--- src/rtl/pc_gen.sv ---
// Program-counter generator at the head of IF: sequential fetch, branch/jump/eret
// redirects, exception entry, and a one-entry pending-redirect buffer for stalls.
module pc_gen #(
   parameter int               XLEN         = 32,
   parameter logic [XLEN-1:0]  RESET_VECTOR = 32'h0000_0000,
   parameter logic [XLEN-1:0]  EXC_VECTOR   = 32'h0000_0080,
   parameter int               INSTR_BYTES  = 4
) (
   input  logic            clk,
   input  logic            rst,
   input  logic            stall_pc,
   input  logic            br_taken,
   input  logic [XLEN-1:0] br_target,
   input  logic            jmp_req,
   input  logic [XLEN-1:0] jmp_target,
   input  logic            exc_req,
   input  logic [XLEN-1:0] exc_pc,
   input  logic            eret_req,
   output logic [XLEN-1:0] pc_out,
   output logic [XLEN-1:0] pc_seq,
   output logic [XLEN-1:0] epc_out,
   output logic            pend_valid,
   output logic            misalign_err
);

   // Redirect rank: higher value wins. Exceptions bypass ranking entirely.
   localparam logic [1:0] RANK_NONE = 2'd0;
   localparam logic [1:0] RANK_JMP  = 2'd1;
   localparam logic [1:0] RANK_BR   = 2'd2;
   localparam logic [1:0] RANK_ERET = 2'd3;

   localparam logic [XLEN-1:0] ALIGN_MASK = XLEN'(INSTR_BYTES - 1);
   localparam logic [XLEN-1:0] PC_STEP    = XLEN'(INSTR_BYTES);

   logic [XLEN-1:0] r_pc;
   logic [XLEN-1:0] r_epc;
   logic            r_pend_valid;
   logic [1:0]      r_pend_rank;
   logic [XLEN-1:0] r_pend_target;
   logic            r_misalign;

   logic [1:0]      w_live_rank;
   logic [XLEN-1:0] w_live_target;
   logic            w_take_live;
   logic            w_redir_valid;
   logic [XLEN-1:0] w_redir_target;
   logic            w_redir_misaligned;
   logic [XLEN-1:0] w_pc_seq;

   assign w_pc_seq = r_pc + PC_STEP;

   // Best live request; an eret redirects to the EPC as it stands right now.
   always_comb begin
      w_live_rank   = RANK_NONE;
      w_live_target = '0;
      if (eret_req) begin
         w_live_rank   = RANK_ERET;
         w_live_target = r_epc;
      end else if (br_taken) begin
         w_live_rank   = RANK_BR;
         w_live_target = br_target;
      end else if (jmp_req) begin
         w_live_rank   = RANK_JMP;
         w_live_target = jmp_target;
      end
   end

   // A live request displaces the buffered one on equal or higher rank.
   assign w_take_live = (w_live_rank != RANK_NONE) &&
                        (!r_pend_valid || (w_live_rank >= r_pend_rank));

   assign w_redir_valid      = w_take_live || r_pend_valid;
   assign w_redir_target     = w_take_live ? w_live_target : r_pend_target;
   assign w_redir_misaligned = |(w_redir_target & ALIGN_MASK);

   always_ff @(posedge clk) begin
      if (rst) begin
         r_pc          <= RESET_VECTOR;
         r_epc         <= '0;
         r_pend_valid  <= 1'b0;
         r_pend_rank   <= RANK_NONE;
         r_pend_target <= '0;
         r_misalign    <= 1'b0;
      end else begin
         r_misalign <= 1'b0;
         if (exc_req) begin
            r_pc         <= EXC_VECTOR;
            r_epc        <= exc_pc;
            r_pend_valid <= 1'b0;
         end else if (stall_pc) begin
            if (w_take_live) begin
               r_pend_valid  <= 1'b1;
               r_pend_rank   <= w_live_rank;
               r_pend_target <= w_live_target;
            end
         end else begin
            r_pend_valid <= 1'b0;
            if (w_redir_valid) begin
               // A misaligned target traps instead of being fetched.
               if (w_redir_misaligned) begin
                  r_pc       <= EXC_VECTOR;
                  r_epc      <= w_redir_target;
                  r_misalign <= 1'b1;
               end else begin
                  r_pc <= w_redir_target;
               end
            end else begin
               r_pc <= w_pc_seq;
            end
         end
      end
   end

   assign pc_out       = r_pc;
   assign pc_seq       = w_pc_seq;
   assign epc_out      = r_epc;
   assign pend_valid   = r_pend_valid;
   assign misalign_err = r_misalign;

endmodule
--- config.mk ---
export PLATFORM = sky130hd
export DESIGN_NAME = pc_gen
export DESIGN_NICKNAME = d
export VERILOG_FILES = /design/src/rtl/pc_gen.sv
export SDC_FILE = /design/constraint.sdc
export NUM_CORES = 1
export LEC_CHECK = 0
export ABC_AREA = 1
export CAP_MARGIN = 10
export CORE_UTILIZATION = 43
export DETAILED_ROUTE_END_ITERATION = 6
export PLACE_DENSITY = 0.87
export SLEW_MARGIN = 25
export SYNTH_ARGS = -nofsm -noshare
export SYNTH_HDL_FRONTEND = slang
export SYNTH_SLANG_ARGS = --single-unit
--- constraint.sdc ---
create_clock -name clk -period 2.65 [get_ports clk]
set_input_delay 0.53 -clock clk [delete_from_list [all_inputs] [get_ports clk]]
set_output_delay 0.53 -clock clk [all_outputs]
set_load 0.1 [all_outputs]
==> metrics.yaml, run 1 <==
startpoint_type: "flop"
seq_cell_power_mw: 1.71
dieHeight_um: 122.6
routed-wl-met2_um: 11460
reg2reg_depth: 13
fillers: 1187
worst_slew_pin_slew_ps: 517.9
relSlewSlack_pct: 65.43
run_status: "finished, final reports clean"
crit_chain: "nand2_1 > nor2_1 > nand2_1 > nor2_2 > buf_4 > xor2_4 > buf_12"
yosys.stat.seqShare_pct: 32.02
startpoint: "pc_out[7]"
clock_latency_ps: 350
grt_pass1_wl_um: 35290
cts_sinks: 100
end_kind: "output pin"
cp_common_cell: "nand2_1"
edf_count: 0
hold_depth: 2
max_stage_delay_ps: 430
p_sw_share_pct: 39.09
critPathTopFamily: "simple AND/OR/NAND/NOR gates"
buffers_excl_clock: 265
ys_area_um2: 6252
synth_nets: 1181
fin_ws_ps: 66.04
internal-power_mw: 3.001
top_cells_by_count: "371 x nand2_1, 196 x nor2_1, 100 x dfxtp_1"
power.density_nw_per_um2: 516.5
finalSetupViolCount: 0
**Run 1: metal 1**

Scale bar: 20 um.
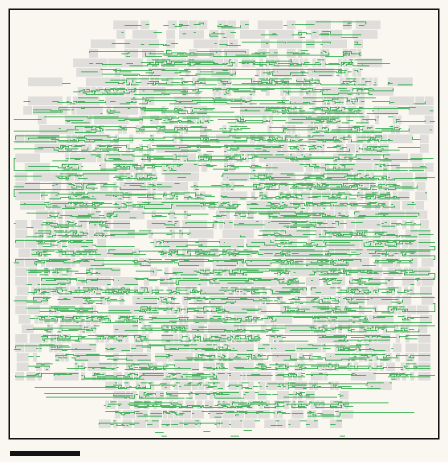
longest straight run = 45.1 um
share of all routed wire = 41%
wire length on this layer = 9,590 um
nets with wire on the layer = 1,234
main direction = horizontal
final wirelength: 23,420 um
GR Util met1: 36.99%
via count: 7,908

**Run 1: the metal 2 layer**

Scale bar: 20 um.
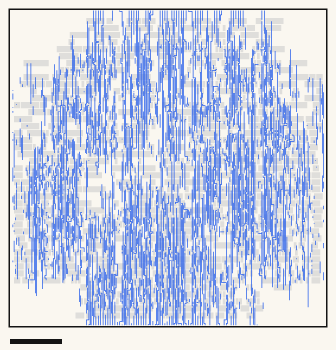
share of all routed wire = 49%
longest straight run = 46.2 um
main direction = vertical
nets with wire on the layer = 1,110
M2 GR Usage: 53.30%

**Run 1: the metal 3 layer**

Scale bar: 20 um.
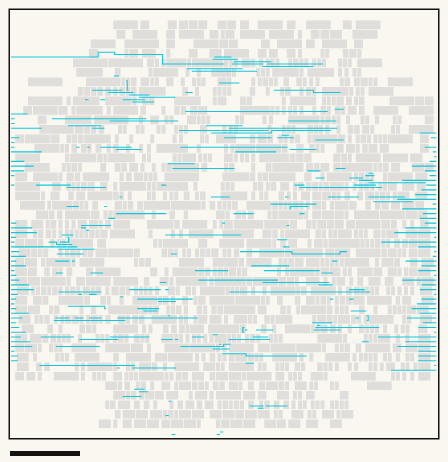
share of all routed wire = 7.3%
main direction = horizontal
nets with wire on the layer = 189
GR Layer Usage met3: 3.950%

## Run 2: what changed since run 1
==> constraint.sdc (replaced) <==
create_clock -name clk -period 2.65 [get_ports clk]
set_input_delay 0.53 -clock clk [delete_from_list [all_inputs] [get_ports clk]]
set_output_delay 0.53 -clock clk [all_outputs]
set_load 0.02 [all_outputs]
==> run 2 against run 1 <==
  * Via count fell by 0.81%
  * Worst setup slack got worse by 14 ps
  * Hold slack got worse by 9.8 ps
  * Design area fell by 5.4%
  * Highest routed layer unchanged
  * Sequential share of layout area rose by 0.85 points
  * Synthesized cell count did not move
  * Power fell by 15%
  * Non-clock buffer count fell by 3
==> metrics.yaml, run 2 <==
run_status: "finished, final reports clean"
reg2reg_depth: 13
startpoint: "pc_out[11]"
p_comb_share_pct: 29.0
internal-power_mw: 2.808
yosys.stat.seqShare_pct: 32.02
cts_sinks: 100
r2r-end: "pc_out[3]"
routed-wl-met2_um: 10740
cts.repair.resized: 31
buffers_excl_clock: 262
worst_slew_pin_slew_ps: 450.2
seq_cell_power_mw: 1.69
cts_tree: "done"
finalSetupViolCount: 0
met1_usage_pct: 33.55
wl_met3_um: 1685
max_stage_delay_ps: 450
fillers: 1275
criticalPathCategory: "flop to output pin"
end_kind: "output pin"
crit_chain: "nand2_1 > nor2_1 > nand2_1 > nor2_2 > xor2_1 > dlygate4sd2_1"
synth_nets: 1181
grt_pass1_wl_um: 34460
clock_area_share_pct: 3.106
edf_count: 0
dieHeight_um: 122.6
power.density_nw_per_um2: 462.6
p_sw_share_pct: 32.71
synthXorXnorAreaFrac_pct: 1.961
ys_area_um2: 6252
critPathCapture: "pc_seq[15]"
flop_area_um2: 2011
top_cells_by_count: "371 x nand2_1, 196 x nor2_1, 100 x dfxtp_1"
fin_ws_ps: 52.23
critPathTopFamily: "simple AND/OR/NAND/NOR gates"
startpoint_type: "flop"
min_from: "r_pend_target[0]"
hold_depth: 2
synthesis.area_um2: 6252
relSlewSlack_pct: 69.96
**Run 2: the metal 2 layer**

Scale bar: 20 um.
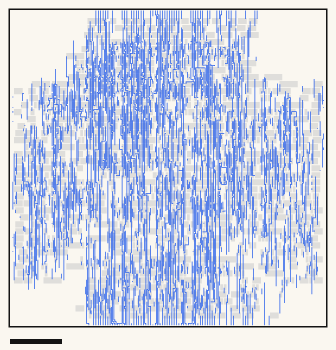
longest straight run = 41.1 um
wire length on this layer = 10,700 um
main direction = vertical
share of all routed wire = 49%
M2 GR Usage: 51.93%
via count: 7,844
final wirelength: 21,850 um

**Run 2: the metal 3 layer**

Scale bar: 20 um.
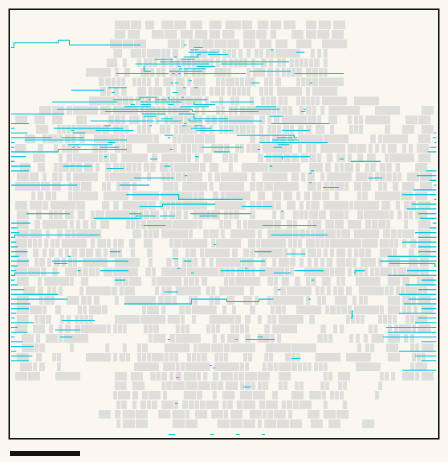
GR Layer Usage met3: 6.180%

No activity file was given, so power comes from the tool's default toggle rates.
